$ cat config.mk
export PLATFORM = sky130hd
export DESIGN_NAME = guess_game_ctrl_flat
export DESIGN_NICKNAME = d
export VERILOG_FILES = /design/src/rtl/guess_pkg.sv /design/src/rtl/guess_game_ctrl_if.sv /design/src/rtl/rise_detect.sv /design/src/rtl/guess_game_ctrl.sv /design/src/flat_wrapper.sv
export SDC_FILE = /design/constraint.sdc
export NUM_CORES = 1
export LEC_CHECK = 0
export CAP_MARGIN = 15
export CORE_MARGIN = 1.5
export CORE_UTILIZATION = 61
export CTS_BUF_LIST = sky130_fd_sc_hd__clkbuf_16
export CTS_CLUSTER_DIAMETER = 200
export DETAILED_ROUTE_END_ITERATION = 10
export PLACE_DENSITY = 0.85
export SLEW_MARGIN = 10
export SYNTH_ARGS = -nofsm -noshare
export SYNTH_HDL_FRONTEND = slang
export SYNTH_SLANG_ARGS = --single-unit
$ cat constraint.sdc
create_clock -name clk -period 4.65 [get_ports clk]
set_input_delay 0.93 -clock clk [delete_from_list [all_inputs] [get_ports clk]]
set_output_delay 0.93 -clock clk [all_outputs]
set_load 0.005 [all_outputs]
$ cat src/rtl/guess_pkg.sv
// Shared types and default constants for the guess-the-sequence game controller.
//   game_state_t : FSM state encoding (ENTER_A is all-zero so reset reads as 0)
//   sym_t        : one stored button symbol (value of the pressed key index)
//   key_to_sym   : lowest-index priority encode of simultaneous key edges
package guess_pkg;

    typedef enum logic [2:0] {
        StEnterA  = 3'd0,
        StEnterB  = 3'd1,
        StCompare = 3'd2,
        StWin     = 3'd3,
        StLose    = 3'd4
    } game_state_t;

    typedef logic [1:0] sym_t;

    localparam int unsigned GUESS_MAX_LEN   = 7;
    localparam int unsigned GUESS_MIN_LEN   = 4;
    localparam int unsigned GUESS_MAX_TURNS = 3;

    // Length counters hold up to 15 symbols.
    localparam int unsigned LEN_W = 4;

    function automatic sym_t key_to_sym(input logic [3:0] k);
        if (k[0]) begin
            return 2'd0;
        end else if (k[1]) begin
            return 2'd1;
        end else if (k[2]) begin
            return 2'd2;
        end
        return 2'd3;
    endfunction

endpackage

$ cat src/rtl/guess_game_ctrl_if.sv
// Bundle of button inputs and status outputs of guess_game_ctrl.
//   master : button/debounce side driving key, enter, new_round; observes status
//   slave  : the controller; consumes buttons, drives state, lengths, turn,
//            match_mask, win, lose, equal, bigger, smaller, guess_done
interface guess_game_ctrl_if
    import guess_pkg::*;
#(
    parameter int unsigned MAX_LEN   = GUESS_MAX_LEN,
    parameter int unsigned MAX_TURNS = GUESS_MAX_TURNS
);
    localparam int unsigned TurnW = $clog2(MAX_TURNS + 1);

    logic [3:0]         key;
    logic               enter;
    logic               new_round;
    game_state_t        state;
    logic [LEN_W-1:0]   len_a;
    logic [LEN_W-1:0]   len_b;
    logic [TurnW-1:0]   turn;
    logic [MAX_LEN-1:0] match_mask;
    logic               win;
    logic               lose;
    logic               equal;
    logic               bigger;
    logic               smaller;
    logic               guess_done;

    modport master (
        output key, enter, new_round,
        input  state, len_a, len_b, turn, match_mask,
        input  win, lose, equal, bigger, smaller, guess_done
    );

    modport slave (
        input  key, enter, new_round,
        output state, len_a, len_b, turn, match_mask,
        output win, lose, equal, bigger, smaller, guess_done
    );

endinterface

$ cat src/rtl/rise_detect.sv
// One-bit rising-edge detector.
//   clk  : clock
//   d    : level input, synchronous to clk
//   rise : high in the cycle where d is 1 and was 0 at the previous edge
// The history register loads d on every edge, reset included, so a level held
// through reset never produces an edge afterwards.
module rise_detect (
    input  logic clk,
    input  logic d,
    output logic rise
);

    logic prev_q;

    always_ff @(posedge clk) begin
        prev_q <= d;
    end

    assign rise = d & ~prev_q;

endmodule

$ cat src/rtl/guess_game_ctrl.sv
// Sequencer for the two-player guess game: captures player A's secret, then
// up to MAX_TURNS guesses from player B, comparing each and latching results.
//   clk   : clock
//   reset : synchronous, active-low
//   bus   : slave side of guess_game_ctrl_if (buttons in, status out)
module guess_game_ctrl
    import guess_pkg::*;
#(
    parameter int unsigned MAX_LEN   = GUESS_MAX_LEN,
    parameter int unsigned MIN_LEN   = GUESS_MIN_LEN,
    parameter int unsigned MAX_TURNS = GUESS_MAX_TURNS
) (
    input logic              clk,
    input logic              reset,
    guess_game_ctrl_if.slave bus
);

    localparam int unsigned      TurnW    = $clog2(MAX_TURNS + 1);
    localparam logic [LEN_W-1:0] MaxLenL  = LEN_W'(MAX_LEN);
    localparam logic [LEN_W-1:0] MinLenL  = LEN_W'(MIN_LEN);
    localparam logic [TurnW-1:0] MaxTurnL = TurnW'(MAX_TURNS);

    // Edge detection on all button inputs.
    logic [3:0] key_rise;
    logic       enter_rise;
    logic       new_round_rise;

    for (genvar g = 0; g < 4; g++) begin : g_key_rise
        rise_detect u_key_rise (
            .clk  (clk),
            .d    (bus.key[g]),
            .rise (key_rise[g])
        );
    end

    rise_detect u_enter_rise (
        .clk  (clk),
        .d    (bus.enter),
        .rise (enter_rise)
    );

    rise_detect u_new_round_rise (
        .clk  (clk),
        .d    (bus.new_round),
        .rise (new_round_rise)
    );

    // State and storage.
    game_state_t        state_q, state_d;
    logic [LEN_W-1:0]   len_a_q, len_a_d;
    logic [LEN_W-1:0]   len_b_q, len_b_d;
    logic [TurnW-1:0]   turn_q, turn_d;
    logic [MAX_LEN-1:0] mask_q, mask_d;
    logic               win_q, win_d;
    logic               lose_q, lose_d;
    logic               equal_q, equal_d;
    logic               bigger_q, bigger_d;
    logic               smaller_q, smaller_d;
    logic               guess_done_q, guess_done_d;
    sym_t               secret_q [MAX_LEN];
    sym_t               secret_d [MAX_LEN];
    sym_t               guess_q  [MAX_LEN];
    sym_t               guess_d  [MAX_LEN];

    // Comparison of the stored sequences.
    logic [MAX_LEN-1:0] cmp_mask;
    logic [MAX_LEN-1:0] len_mask;
    logic               hit;

    always_comb begin
        cmp_mask = '0;
        len_mask = '0;
        for (int i = 0; i < int'(MAX_LEN); i++) begin
            len_mask[i] = (i < int'(len_a_q));
            cmp_mask[i] = (i < int'(len_a_q)) && (i < int'(len_b_q)) &&
                          (secret_q[i] == guess_q[i]);
        end
        hit = (len_a_q == len_b_q) && (cmp_mask == len_mask);
    end

    logic             key_any;
    sym_t             key_sym;
    logic [LEN_W-1:0] len_a_inc;
    logic [LEN_W-1:0] len_b_inc;
    logic [TurnW-1:0] turn_inc;

    assign key_any   = |key_rise;
    assign key_sym   = key_to_sym(key_rise);
    assign len_a_inc = len_a_q + LEN_W'(1);
    assign len_b_inc = len_b_q + LEN_W'(1);
    assign turn_inc  = turn_q + TurnW'(1);

    always_comb begin
        state_d      = state_q;
        len_a_d      = len_a_q;
        len_b_d      = len_b_q;
        turn_d       = turn_q;
        mask_d       = mask_q;
        win_d        = win_q;
        lose_d       = lose_q;
        equal_d      = equal_q;
        bigger_d     = bigger_q;
        smaller_d    = smaller_q;
        guess_done_d = 1'b0;
        secret_d     = secret_q;
        guess_d      = guess_q;

        case (state_q)
            StEnterA: begin
                // A key edge takes priority; a coincident enter edge is dropped.
                if (key_any && (len_a_q < MaxLenL)) begin
                    for (int i = 0; i < int'(MAX_LEN); i++) begin
                        if (i == int'(len_a_q)) secret_d[i] = key_sym;
                    end
                    len_a_d = len_a_inc;
                    if (len_a_inc == MaxLenL) state_d = StEnterB;
                end else if (enter_rise && (len_a_q >= MinLenL)) begin
                    state_d = StEnterB;
                end
            end
            StEnterB: begin
                if (key_any && (len_b_q < MaxLenL)) begin
                    for (int i = 0; i < int'(MAX_LEN); i++) begin
                        if (i == int'(len_b_q)) guess_d[i] = key_sym;
                    end
                    len_b_d = len_b_inc;
                    if (len_b_inc == MaxLenL) state_d = StCompare;
                end else if (enter_rise && (len_b_q >= MinLenL)) begin
                    state_d = StCompare;
                end
            end
            StCompare: begin
                mask_d       = cmp_mask;
                equal_d      = (len_b_q == len_a_q);
                bigger_d     = (len_b_q < len_a_q);
                smaller_d    = (len_b_q > len_a_q);
                guess_done_d = 1'b1;
                if (hit) begin
                    win_d   = 1'b1;
                    state_d = StWin;
                end else if (turn_inc == MaxTurnL) begin
                    turn_d  = turn_inc;
                    lose_d  = 1'b1;
                    state_d = StLose;
                end else begin
                    turn_d  = turn_inc;
                    len_b_d = '0;
                    for (int i = 0; i < int'(MAX_LEN); i++) guess_d[i] = '0;
                    state_d = StEnterB;
                end
            end
            StWin, StLose: begin
                if (new_round_rise) begin
                    len_a_d   = '0;
                    len_b_d   = '0;
                    turn_d    = '0;
                    mask_d    = '0;
                    win_d     = 1'b0;
                    lose_d    = 1'b0;
                    equal_d   = 1'b0;
                    bigger_d  = 1'b0;
                    smaller_d = 1'b0;
                    for (int i = 0; i < int'(MAX_LEN); i++) begin
                        secret_d[i] = '0;
                        guess_d[i]  = '0;
                    end
                    state_d = StEnterA;
                end
            end
            default: state_d = StEnterA;
        endcase
    end

    always_ff @(posedge clk) begin
        if (!reset) begin
            state_q      <= StEnterA;
            len_a_q      <= '0;
            len_b_q      <= '0;
            turn_q       <= '0;
            mask_q       <= '0;
            win_q        <= 1'b0;
            lose_q       <= 1'b0;
            equal_q      <= 1'b0;
            bigger_q     <= 1'b0;
            smaller_q    <= 1'b0;
            guess_done_q <= 1'b0;
            for (int i = 0; i < int'(MAX_LEN); i++) begin
                secret_q[i] <= '0;
                guess_q[i]  <= '0;
            end
        end else begin
            state_q      <= state_d;
            len_a_q      <= len_a_d;
            len_b_q      <= len_b_d;
            turn_q       <= turn_d;
            mask_q       <= mask_d;
            win_q        <= win_d;
            lose_q       <= lose_d;
            equal_q      <= equal_d;
            bigger_q     <= bigger_d;
            smaller_q    <= smaller_d;
            guess_done_q <= guess_done_d;
            secret_q     <= secret_d;
            guess_q      <= guess_d;
        end
    end

    assign bus.state      = state_q;
    assign bus.len_a      = len_a_q;
    assign bus.len_b      = len_b_q;
    assign bus.turn       = turn_q;
    assign bus.match_mask = mask_q;
    assign bus.win        = win_q;
    assign bus.lose       = lose_q;
    assign bus.equal      = equal_q;
    assign bus.bigger     = bigger_q;
    assign bus.smaller    = smaller_q;
    assign bus.guess_done = guess_done_q;

endmodule

$ cat src/flat_wrapper.sv
// flat-port wrapper written by rule: the top's interface ports become plain ports
module guess_game_ctrl_flat import guess_pkg::*;
#(
    parameter int unsigned MAX_LEN   = GUESS_MAX_LEN,
    parameter int unsigned MIN_LEN   = GUESS_MIN_LEN,
    parameter int unsigned MAX_TURNS = GUESS_MAX_TURNS
)
  (clk, reset, bus_key, bus_enter, bus_new_round, bus_state, bus_len_a, bus_len_b, bus_turn, bus_match_mask, bus_win, bus_lose, bus_equal, bus_bigger, bus_smaller, bus_guess_done);
  guess_game_ctrl_if #(.MAX_LEN(MAX_LEN), .MAX_TURNS(MAX_TURNS)) bus_i ();
  input logic clk;
  input logic reset;
  input wire logic [$bits(bus_i.key)-1:0] bus_key;
  input wire logic [$bits(bus_i.enter)-1:0] bus_enter;
  input wire logic [$bits(bus_i.new_round)-1:0] bus_new_round;
  output wire logic [$bits(bus_i.state)-1:0] bus_state;
  output wire logic [$bits(bus_i.len_a)-1:0] bus_len_a;
  output wire logic [$bits(bus_i.len_b)-1:0] bus_len_b;
  output wire logic [$bits(bus_i.turn)-1:0] bus_turn;
  output wire logic [$bits(bus_i.match_mask)-1:0] bus_match_mask;
  output wire logic [$bits(bus_i.win)-1:0] bus_win;
  output wire logic [$bits(bus_i.lose)-1:0] bus_lose;
  output wire logic [$bits(bus_i.equal)-1:0] bus_equal;
  output wire logic [$bits(bus_i.bigger)-1:0] bus_bigger;
  output wire logic [$bits(bus_i.smaller)-1:0] bus_smaller;
  output wire logic [$bits(bus_i.guess_done)-1:0] bus_guess_done;
  assign bus_i.key = bus_key;
  assign bus_i.enter = bus_enter;
  assign bus_i.new_round = bus_new_round;
  assign bus_state = bus_i.state;
  assign bus_len_a = bus_i.len_a;
  assign bus_len_b = bus_i.len_b;
  assign bus_turn = bus_i.turn;
  assign bus_match_mask = bus_i.match_mask;
  assign bus_win = bus_i.win;
  assign bus_lose = bus_i.lose;
  assign bus_equal = bus_i.equal;
  assign bus_bigger = bus_i.bigger;
  assign bus_smaller = bus_i.smaller;
  assign bus_guess_done = bus_i.guess_done;
  guess_game_ctrl #(.MAX_LEN(MAX_LEN), .MIN_LEN(MIN_LEN), .MAX_TURNS(MAX_TURNS)) u_core (.clk(clk), .reset(reset), .bus(bus_i));
endmodule
Fig. 1: sizing map
(4 px per um)
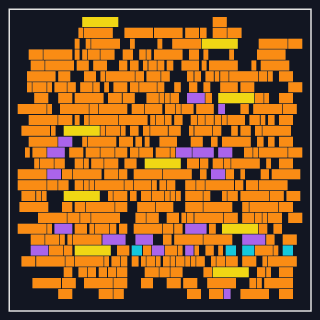
| size | colour | cells |
|---|---|---|
| x2 | purple | 18 |
| x1 and smaller | orange | 350 |
| x6 and larger | yellow | 9 |
| x3 and x4 | cyan | 4 |
Non-clock buffers: 36
Layout Cell Area excl Fill: 3760 um2
synth-to-layout area growth: 18.63%

Fig. 2: cell outlines without signal wires
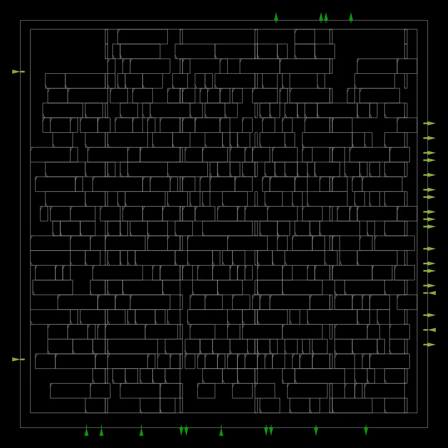
number of standard cells in the final layout excluding fillers: 451
# Taps: 70

==> impl_metrics.env <==
# flow metrics
export IMPL_status="finished clean"
export IMPL_crit_arrival_ns=3.36
export IMPL_tightest_slew_ns=1.058
export IMPL_maxCapViolCount=0
export IMPL_fmax_mhz=320.7
export IMPL_p_leak_nw=1.489
export IMPL_pwr_share_comb_pct=11.2
export IMPL_clock_sinks=60
export IMPL_htree_num_levels=3
export IMPL_synth_cellmix_simpleShare_pct=21.24
export IMPL_area_leaders="dfxtp_1 38%, mux2i_1 8.5%, ha_1 5.9%"
export IMPL_ys_types=59
export IMPL_fp_row_count=26
export IMPL_clk_latency_ns=0.33
export IMPL_initCoreUtil_pct=62.85
export IMPL_hold_buffers=0
export IMPL_grt_overflow=0
export IMPL_crit_path_end_kind="flop"
export IMPL_power_density_nw_per_um2=329.8
export IMPL_grt_pass1_wl_um=12790
export IMPL_finalCritPeriodShare_pct=67.07
export IMPL_adder_share_pct=5.922
export IMPL_ys_chip_area_um2=3169
export IMPL_relSlewSlack_pct=28.97
export IMPL_fp_nets=373
export IMPL_critical_path_max_stage_delay_ns=0.62
export IMPL_critPathKind="flop to flop"
export IMPL_p_int_mw=0.9291
export IMPL_gp_congestion=0.9027
export IMPL_ys_cells=350
export IMPL_setup_viol=0
export IMPL_die_area_um2=5637
export IMPL_ff_type="dfxtp_1"
export IMPL_cp_slowest_cell="dfxtp_1"
Fig. 3: sequential cells coloured by netlist name
(4 px per um)
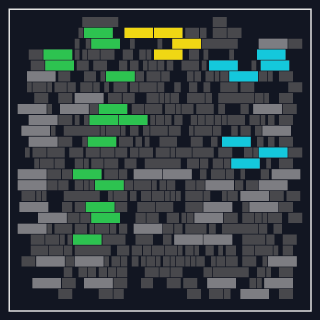
| netlist name | colour | sequential cells |
|---|---|---|
| u_core.bus.len_a | yellow | 4 |
| u_core.bus.match_mask | cyan | 7 |
| u_core.secret_q | green | 14 |
Final Util: 74.57%
Storage cell area: 1201 um2
Seq. pwr: 0.544 mW

Fig. 4: met3 routing
(4 px per um)
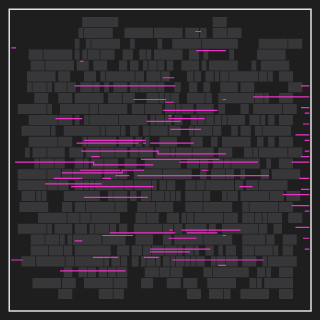
nets with wire on the layer: 51
wire length on this layer: 554 um
main direction: horizontal
via count: 2723
met3 Use GR: 6.693%
Post-Route WL: 7967 um

## metal layers
layer	vias up	track usage [%]
met1	1277	39.32
met3	24	6.693
met2	100	47.89
li1	1322	-
met4	0	20.00
met5	-	0
## final timing paths
check | endpoint | slack [ns] | cells past startpoint | from
hold / removal | u_core.bus.win | 0.45 | 2 | u_core.bus.win
hold reg to reg | u_core.bus.win | 0.45 | 2 | u_core.bus.win
setup reg to reg | u_core.bus.len_b[1] | 1.53 | 8 | u_core.bus.len_b[1]
setup / recovery | u_core.bus.len_b[1] | 1.53 | 8 | u_core.bus.len_b[1]
## flip-flops by register name (all words and copies together), names as in the netlist
register and flops:
u_core.bus.guess_done 1, u_core.g_key_rise.u_key_rise.prev_q 4, u_core.bus.smaller 1, u_core.bus.len_a 4, u_core.bus.turn 2, u_core.guess_q 14, u_core.bus.win 1, u_core.bus.len_b 4
u_core.bus.bigger 1, u_core.secret_q 14, u_core.bus.equal 1, u_core.u_enter_rise.prev_q 1, u_core.u_new_round_rise.prev_q 1, u_core.bus.match_mask 7, u_core.bus.lose 1, u_core.bus.state 3
## area by class of cell
cell class                 count  share of cell area (%)
multi-input combinational    261                   48.79
tap                           70                   2.329
sequential                    60                   31.95
timing repair buffer          36                   9.384
clock inverter                 6                  0.6656
clock buffer                   9                   5.990
inverter                       9                  0.8985
## power groups by stage
| stage | combinational [mW] | sequential (mW) | clock [mW] |
|---|---|---|---|
| final | 0.138 | 0.544 | 0.558 |
| after global routing | 0.150 | 0.545 | 0.587 |
| after CTS | 0.136 | 0.544 | 0.561 |
| after detailed placement | 0.134 | 0.553 | 0 |
| after global placement | 0.132 | 0.553 | 0 |
| after floorplan | 0.101 | 0.549 | 0 |
Power figures rest on the tool's default switching activity, not on a simulated workload.
